## src/rtl/fetch_arbiter_pkg.sv

```systemverilog
// Shared definitions for the FETCH arbiter: thread geometry, FSM encoding,
// register-window base and a lane-unpacking helper.
package fetch_arbiter_pkg;

   localparam int N_THREADS = 4;
   localparam int THREAD_W  = 2;

   localparam logic [31:0] REG_WINDOW_BASE = 32'hFFFF_FFF0;

   typedef enum logic [1:0] {
      ST_IDLE    = 2'd0,
      ST_ISSUE   = 2'd1,
      ST_RELEASE = 2'd2
   } state_t;

   // Extract lane idx's 32-bit word from a 4x32 packed bus
   function automatic logic [31:0] lane_word(input logic [127:0] bus,
                                             input logic [THREAD_W-1:0] idx);
      return bus[{idx, 5'd0} +: 32];
   endfunction

endpackage

```

## src/rtl/fetch_arbiter_rr_pick4.sv

```systemverilog
// Combinational round-robin picker: first set request at or above ptr,
// searching upward modulo four.
module rr_pick4
   import fetch_arbiter_pkg::*;
(
   input  logic [N_THREADS-1:0] req,
   input  logic [THREAD_W-1:0]  ptr,
   output logic [THREAD_W-1:0]  grant_idx,
   output logic                 grant_valid
);

   logic [N_THREADS-1:0] rot;
   logic [THREAD_W-1:0]  offs;

   // Rotate so that bit 0 is the lane at ptr, then take the lowest set bit
   always_comb begin
      rot = req;
      case (ptr)
         2'd0:    rot = req;
         2'd1:    rot = {req[0], req[3:1]};
         2'd2:    rot = {req[1:0], req[3:2]};
         default: rot = {req[2:0], req[3]};
      endcase
      offs = 2'd0;
      if (rot[0]) begin
         offs = 2'd0;
      end else if (rot[1]) begin
         offs = 2'd1;
      end else if (rot[2]) begin
         offs = 2'd2;
      end else begin
         offs = 2'd3;
      end
      grant_idx   = ptr + offs;
      grant_valid = |req;
   end

endmodule

```

## src/rtl/fetch_arbiter.sv

```systemverilog
// Round-robin arbiter sharing the FETCH unit among four thread lanes, with
// an ISSUE-phase watchdog and a release phase that waits out stale acks.
module fetch_arbiter
   import fetch_arbiter_pkg::*;
#(
   parameter int TIMEOUT_CYCLES = 1024
) (
   input  logic                   clk,
   input  logic                   rst,
   input  logic [N_THREADS-1:0]   r_req,
   input  logic [N_THREADS-1:0]   r_write,
   input  logic [127:0]           r_addr,
   input  logic [127:0]           r_data_i,
   output logic [31:0]            r_data_o,
   output logic [N_THREADS-1:0]   r_ack,
   output logic [N_THREADS-1:0]   r_err,
   output logic                   f_enable,
   output logic                   f_write_mode,
   output logic [31:0]            f_addr,
   output logic [31:0]            f_data_i,
   output logic [THREAD_W-1:0]    f_thread,
   input  logic [31:0]            f_data_o,
   input  logic                   f_ack
);

   localparam int WD_W = $clog2(TIMEOUT_CYCLES + 1);

   state_t              state;
   state_t              next_state;
   logic [THREAD_W-1:0] ptr;
   logic [THREAD_W-1:0] grant_idx;
   logic                grant_valid;
   logic [WD_W-1:0]     wd;
   logic                wd_expired;
   logic                start;
   logic                done_ok;
   logic                done_to;

   rr_pick4 u_pick (
      .req         (r_req),
      .ptr         (ptr),
      .grant_idx   (grant_idx),
      .grant_valid (grant_valid)
   );

   // wd holds the number of ISSUE cycles already spent without an ack
   assign wd_expired = (wd == WD_W'(TIMEOUT_CYCLES - 1));

   // State register; reset lands in IDLE, whose grant is gated on f_ack low
   always_ff @(posedge clk) begin
      if (rst) begin
         state <= ST_IDLE;
      end else begin
         state <= next_state;
      end
   end

   // Next-state logic
   always_comb begin
      next_state = state;
      case (state)
         ST_IDLE: begin
            if (grant_valid && !f_ack) begin
               next_state = ST_ISSUE;
            end else begin
               next_state = ST_IDLE;
            end
         end
         ST_ISSUE: begin
            if (f_ack || wd_expired) begin
               next_state = ST_RELEASE;
            end else begin
               next_state = ST_ISSUE;
            end
         end
         ST_RELEASE: begin
            if (!f_ack) begin
               next_state = ST_IDLE;
            end else begin
               next_state = ST_RELEASE;
            end
         end
         default: next_state = ST_IDLE;
      endcase
   end

   // Transaction strobes; an ack on the expiry cycle still completes normally
   always_comb begin
      start   = 1'b0;
      done_ok = 1'b0;
      done_to = 1'b0;
      case (state)
         ST_IDLE:  start = grant_valid && !f_ack;
         ST_ISSUE: begin
            done_ok = f_ack;
            done_to = !f_ack && wd_expired;
         end
         default: begin
            start   = 1'b0;
            done_ok = 1'b0;
            done_to = 1'b0;
         end
      endcase
   end

   // Output registers, pointer and watchdog
   always_ff @(posedge clk) begin
      if (rst) begin
         f_enable     <= 1'b0;
         f_write_mode <= 1'b0;
         f_addr       <= 32'd0;
         f_data_i     <= 32'd0;
         f_thread     <= 2'd0;
         r_ack        <= 4'd0;
         r_err        <= 4'd0;
         r_data_o     <= 32'd0;
         ptr          <= 2'd0;
         wd           <= WD_W'(0);
      end else begin
         r_ack <= 4'd0;
         r_err <= 4'd0;
         if (start) begin
            f_enable     <= 1'b1;
            f_write_mode <= r_write[grant_idx];
            f_addr       <= lane_word(r_addr, grant_idx);
            f_data_i     <= lane_word(r_data_i, grant_idx);
            f_thread     <= grant_idx;
            wd           <= WD_W'(0);
         end else if (done_ok) begin
            f_enable <= 1'b0;
            r_ack    <= 4'b0001 << f_thread;
            ptr      <= f_thread + 2'd1;
            if (!f_write_mode) begin
               r_data_o <= f_data_o;
            end else begin
               r_data_o <= r_data_o;
            end
         end else if (done_to) begin
            f_enable <= 1'b0;
            r_err    <= 4'b0001 << f_thread;
            ptr      <= f_thread + 2'd1;
         end else if (state == ST_ISSUE) begin
            wd <= wd + WD_W'(1);
         end else begin
            wd <= wd;
         end
      end
   end

endmodule

```

## config.mk

```make
export PLATFORM = sky130hd
export DESIGN_NAME = fetch_arbiter
export DESIGN_NICKNAME = d
export VERILOG_FILES = /design/src/rtl/fetch_arbiter_pkg.sv /design/src/rtl/fetch_arbiter_rr_pick4.sv /design/src/rtl/fetch_arbiter.sv
export SDC_FILE = /design/constraint.sdc
export NUM_CORES = 1
export LEC_CHECK = 0
export ABC_AREA = 1
export CAP_MARGIN = 30
export CORE_AREA = 3 3 158 160
export DETAILED_ROUTE_END_ITERATION = 8
export DIE_AREA = 0 0 161 163
export GPL_TIMING_DRIVEN = 0
export HOLD_SLACK_MARGIN = 0.02
export SKIP_CTS_REPAIR_TIMING = 1
export SLEW_MARGIN = 10
export SYNTH_ARGS = -nofsm -noshare
export SYNTH_HDL_FRONTEND = slang
export SYNTH_SLANG_ARGS = --single-unit
```

## constraint.sdc

```tcl
create_clock -name clk -period 5.9 [get_ports clk]
set_clock_uncertainty 0.15 [all_clocks]
set_input_delay 0.885 -clock clk [delete_from_list [all_inputs] [get_ports clk]]
set_output_delay 0.885 -clock clk [all_outputs]
set_load 0.02 [all_outputs]
```

Where the registers sit:
Scale bar: 50 um.
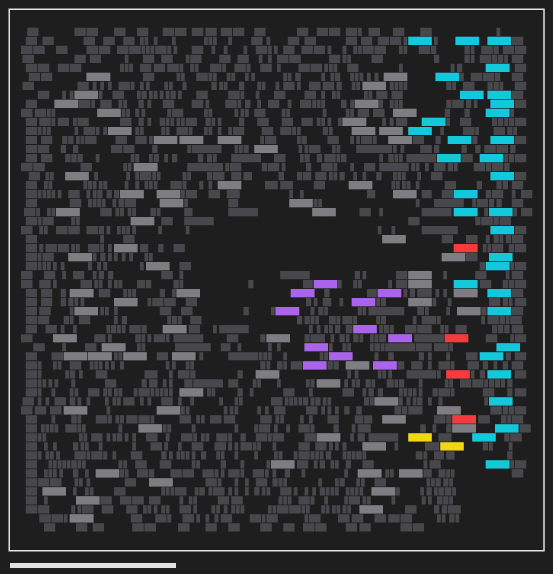
color	name in the netlist	sequential cells
red	`r_err`	4
purple	`wd`	11
cyan	`r_data_o`	32
yellow	`ptr`	2
not colored	74

Port wiring:
Scale bar: 50 um.
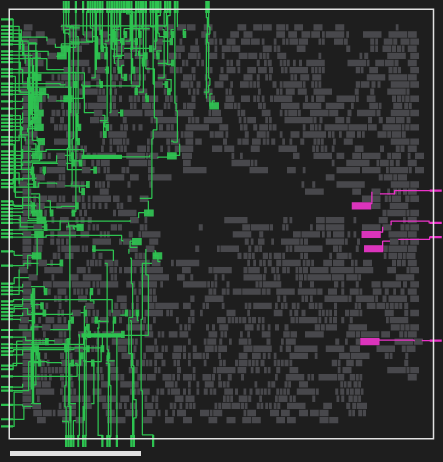
color	port	bits	direction	edge	end cells	buffers	wire
magenta	`r_ack`	4	output	right	4	4	83.8 um
green	`r_data_i`	128	input	74 left, 40 top, 14 bottom	112	128	3930 um
total I/O pin count: 407
count of input and output buffers: 406

==> Table 3: Implementation characteristics <==
Physical design parameters

Parameter                              Value

GRT
  Wire length of the first global-routing pass    46700 um
  Antenna violations before repair    3
  GRT Resource Usage Total    0.232

Synth
  Area leader, netlist    sky130_fd_sc_hd__dfxtp_1
  Cells in synth_stat.txt    1160
  Library cells used by synthesis    28
  Complex Gates by Area    0.0641
  Top comb family, area    simple AND/OR/NAND/NOR gates
  Post-Synthesis Cell Area    6970 um2
  Ys async rst share    0

CTS
  Sink count of the clock tree    123
  Library cell used as clock root buffer    sky130_fd_sc_hd__clkbuf_16
  Maximum root-to-sink buffer count    2
  Clock buffers created by TritonCTS    17
  Clock-pin slew reported for the worst setup and hold paths after clock tree synthesis    0.06 ns

Detailed routing
  Vias    8603
  Routed wirelength normalized by instance count    16.5 um
  First drt pass iteration count    5

STA
  Max transition margin    0.523
  Final cycle utilization of the critical path    0.618
  Transition time at the pin with the least slew margin    0.715 ns
  RSZ-0062 raised after global routing    false
  Final hold violations    0

Power
  Leakage    5.57 nW
  Sw Pwr    0.00114 W
  Share of total power in the clock network    0.355
  Switching fraction of total power    0.341

Layout
  Commonest cells after routing, fill and taps aside    sky130_fd_sc_hd__nand2_1 (650), sky130_fd_sc_hd__clkdlybuf4s50_1 (406), sky130_fd_sc_hd__dfxtp_1 (123), sky130_fd_sc_hd__nand3_1 (91), sky130_fd_sc_hd__inv_1 (55)
  Most common cell after layout, fill and taps aside    sky130_fd_sc_hd__nand2_1
  Share of layout cells above drive strength 1    0.0520
  Layout Utilization    0.513

Status
  Status    finished, final reports clean

Floorplan
  DIE WIDTH    161 um

Run
  Maximum capacitance violations    0

Setup path
  Classification of the worst setup path    input pin to flip-flop

Placed design
  Post-Place Cell Area    11400 um2

Hold path
  Hold Crit Class    flip-flop to flip-flop
Layout detail:
Scale bar: 10 um. Region (28, 28) to (53, 53) um. Cells in gray, sequential cells in the stronger gray; small squares are vias.
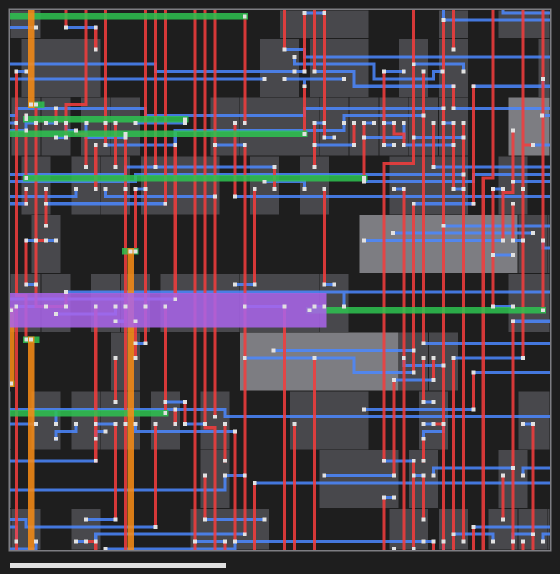
color	layer
blue	met1
purple	met5
orange	met4
red	met2
green	met3
netlist names of flops here include	`f_addr` (2)
cells with their middle in the window	56
most frequent	nand2_1 (38), clkdlybuf4s50_1 (10), nand3_1 (3)
sequential cells in the window	2

[registers in the layout, indices dropped and copies added, names as in the netlist]
name,cells
f_addr,32
r_err,4
r_data_o,32
f_write_mode,1
wd,11
f_thread,2
r_ack,4
f_data_i,32
f_enable,1
ptr,2
state,2
[path summary, 6_finish.rpt]
path                       startpoint                        to  slack, ns  cells after the start
min          r_data_o[6]$_SDFFE_PP0P_  r_data_o[6]$_SDFFE_PP0P_       0.29                      2
max reg2reg       ptr[0]$_SDFFE_PP0P_   f_addr[22]$_SDFFE_PP0P_       2.73                     14
min reg2reg  r_data_o[6]$_SDFFE_PP0P_  r_data_o[6]$_SDFFE_PP0P_       0.29                      2
max                          r_req[1]   f_addr[22]$_SDFFE_PP0P_       2.26                     13
[per-layer routing]
layer | vias up | GRT usage | wire [um]
met4 | 6 | 0.0524 | 434
met3 | 34 | 0.0755 | 2580
li1 | 4454 | - | -
met1 | 3802 | 0.273 | 12900
met2 | 307 | 0.413 | 15600
met5 | - | 0 | 41
[final cells by class]
| cell class | instances | area, um2 | area share |
|---|---|---|---|
| Timing Repair Buffer | 406 | 4060 | 0.336 |
| Inverter | 63 | 236 | 0.0196 |
| Buffer | 72 | 377 | 0.0312 |
| Clock buffer | 18 | 439 | 0.0363 |
| Clock inverter | 13 | 214 | 0.0177 |
| Sequential cell | 123 | 2460 | 0.204 |
| Antenna cell | 1 | 2.50 | 0.000207 |
| Multi-Input combinational cell | 902 | 3890 | 0.322 |
| Tap cell | 319 | 399 | 0.0330 |
[critical path, cell delays in order]
cell,delay (ns)
sky130_fd_sc_hd__clkdlybuf4s50_1,0.53
sky130_fd_sc_hd__nand3_1,0.09
sky130_fd_sc_hd__nand3_1,0.08
sky130_fd_sc_hd__nand2_1,0.08
sky130_fd_sc_hd__a21boi_0,0.14
sky130_fd_sc_hd__ha_1,0.28
sky130_fd_sc_hd__clkbuf_1,0.24
sky130_fd_sc_hd__buf_2,0.32
sky130_fd_sc_hd__buf_2,0.40
sky130_fd_sc_hd__mux2i_1,0.32
sky130_fd_sc_hd__nand3_1,0.22
sky130_fd_sc_hd__nand3_1,0.14
sky130_fd_sc_hd__nand2_1,0.05
[per-stage QoR]
stage                     setup WS (ns)  total power [W]
after floorplan                    3.14          0.00161
after global placement             1.82          0.00218
after detailed placement           1.80          0.00218
after CTS                          2.24          0.00337
after global routing               2.06          0.00354
final                              2.26          0.00334
[power by group through the flow]
stage               sequential, W  combinational [W]  clock [W]
floorplan                 0.00104           0.000566          0
global placement         0.000958            0.00122          0
detailed placement       0.000959            0.00122          0
CTS                      0.000943            0.00122    0.00121
global route             0.000951            0.00135    0.00125
finish                   0.000943            0.00121    0.00119
[cells by family (layout without fill, tap and decap cells)]
logic type | after synthesis | after routing
AOI/OAI and AO/OA | 88 | 88
DFF | 123 | 123
other | 0 | 1
and+or+nand+nor | 780 | 780
muxes | 24 | 24
xor gates and xnor gates | 4 | 4
adders and majority gates | 6 | 6
buffers and inverters | 135 | 572
Power is estimated from default activity; no workload was simulated.
